==> config.mk <==
export PLATFORM = sky130hd
export DESIGN_NAME = instruction_fetch
export DESIGN_NICKNAME = d
export VERILOG_FILES = /design/src/rtl/instruction_fetch.sv
export SDC_FILE = /design/constraint.sdc
export NUM_CORES = 1
export LEC_CHECK = 0
export ABC_CLOCK_PERIOD_IN_PS = 4100
export CAP_MARGIN = 20
export CORE_AREA = 2 2 129 162
export DETAILED_ROUTE_END_ITERATION = 10
export DIE_AREA = 0 0 131 164
export GPL_TIMING_DRIVEN = 0
export PLACE_DENSITY = 0.78
export REMOVE_ABC_BUFFERS = 1
export SLEW_MARGIN = 15
export SYNTH_ARGS = -nofsm -noshare
export SYNTH_HDL_FRONTEND = slang
export SYNTH_SLANG_ARGS = --single-unit
==> constraint.sdc <==
create_clock -name clk -period 4.1 [get_ports clk]
set_clock_uncertainty 0.2 [all_clocks]
set_input_delay 1.23 -clock clk [delete_from_list [all_inputs] [get_ports clk]]
set_output_delay 1.23 -clock clk [all_outputs]
set_load 0.01 [all_outputs]
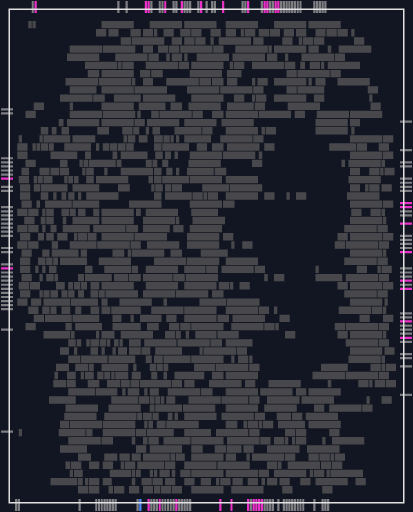
Fig. 1. Pin placement.
(3 px per um) Pins as bars across the die edge, other pins in gray.
magenta -> `instr_pc`  # pins 32, direction output, edge 12 top, 10 bottom, 8 right, 2 left
blue -> `instr_ready`  # pins 1, direction input, edge bottom
Buffers on Ports: 162
die width: 131 um

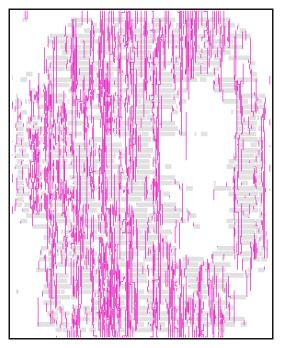
Fig. 2. Met2 routing.
(2 px per um)
wire length on this layer = 10000 um
longest straight run = 63.1 um
share of all routed wire = 54%
via count: 5540
Post-Route WL: 18700 um
global routing usage on met2: 31.1%

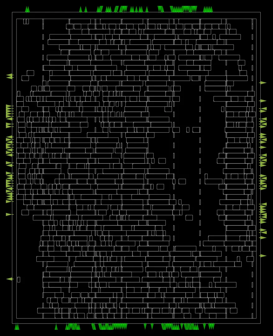
Fig. 3. Placed standard cells.
Rows: 58
core area: 20000 um^2
sequential share of cell area: 54.8%
Layout fillers: 1523
num tapcells: 270

==> flow_summary.json <==
{
  "outcome": "completed",
  "grt_antenna_before_repair": 0,
  "critPathKind": "input port to output port",
  "yosysCellCount": 620,
  "yosys.area.top_type": "edfxtp_1",
  "worst_pin_slew_ps": 907,
  "wl_met1_um": 7240,
  "ys_top_logic_family": "multiplexers",
  "crit_arrival_ps": 2530,
  "drt_iter0_drc": 314,
  "drv_slew": 0,
  "edf_count": 184,
  "finalWorstPathRequiredPeriod_ps": 3960,
  "io_pins": 169,
  "report.final.hold_viol_count": 0,
  "numCtsBuffers": 22,
  "cts_setup_buffers": 0,
  "gr-total-overflow": 0,
  "syn_avg_cell_area_um2": 14.8,
  "hold_class": "register to register",
  "dr.pass1.iters": 5,
  "power_density_nw_per_um2": 516,
  "fin_crit_sh_pct": 96.5,
  "leakagePower_nw": 3.97,
  "cts_root_buffer": "clkbuf_16",
  "slew_headroom_pct": 39.4,
  "yosys-stat-area_um2": 9190,
  "ctsHtreeMaxLevel": 1,
  "largest_reg_flops": 64,
  "max-cap-violations": 0,
  "synthTopCellsByCount": "edfxtp_1 (184), nor2_1 (85), mux2i_1 (63), dfrtp_1 (40), mux2_2 (30)",
  "ff_type": "edfxtp_1",
  "mux_share_pct": 10.5,
  "grt_usage_pct": 17.1,
  "worstSetupStartpointType": "input port",
  "setup_violations": 0,
  "timing.hold.ws_ps": 337,
  "area_delta_synth_final_pct": 29.6,
  "ctsHoldBuffers": 0,
  "netlist_instances": 620,
  "dpl.hpwl_um": 12500,
  "grt_busiest_layer": "met2",
  "endpoint_kind": "output port"
}
power groups by stage:
| stage | clock network (mW) | registers [mW] | logic, mW |
|---|---|---|---|
| after floorplan | 0 | 2.96 | 0.679 |
| after global placement | 0 | 3.02 | 1.25 |
| after detailed placement | 0 | 2.99 | 1.33 |
| after CTS | 1.93 | 2.94 | 1.34 |
| after global routing | 2.00 | 2.97 | 1.43 |
| final | 1.88 | 2.94 | 1.32 |
critical path, cell delays in order:
cell and delay (ps):
clkbuf_4 310, nor4b_1 370, clkdlybuf4s50_1 590
layout make-up:
cell class                 instances  area share [%]
timing repair buffer             171            15.3
clock inverter                     5           0.231
sequential                       224            54.8
inverter                          10           0.326
multi-input combinational        352            21.0
tap                              270            2.84
clock buffer                      34            5.52
Power and IR drop assume default switching activity.
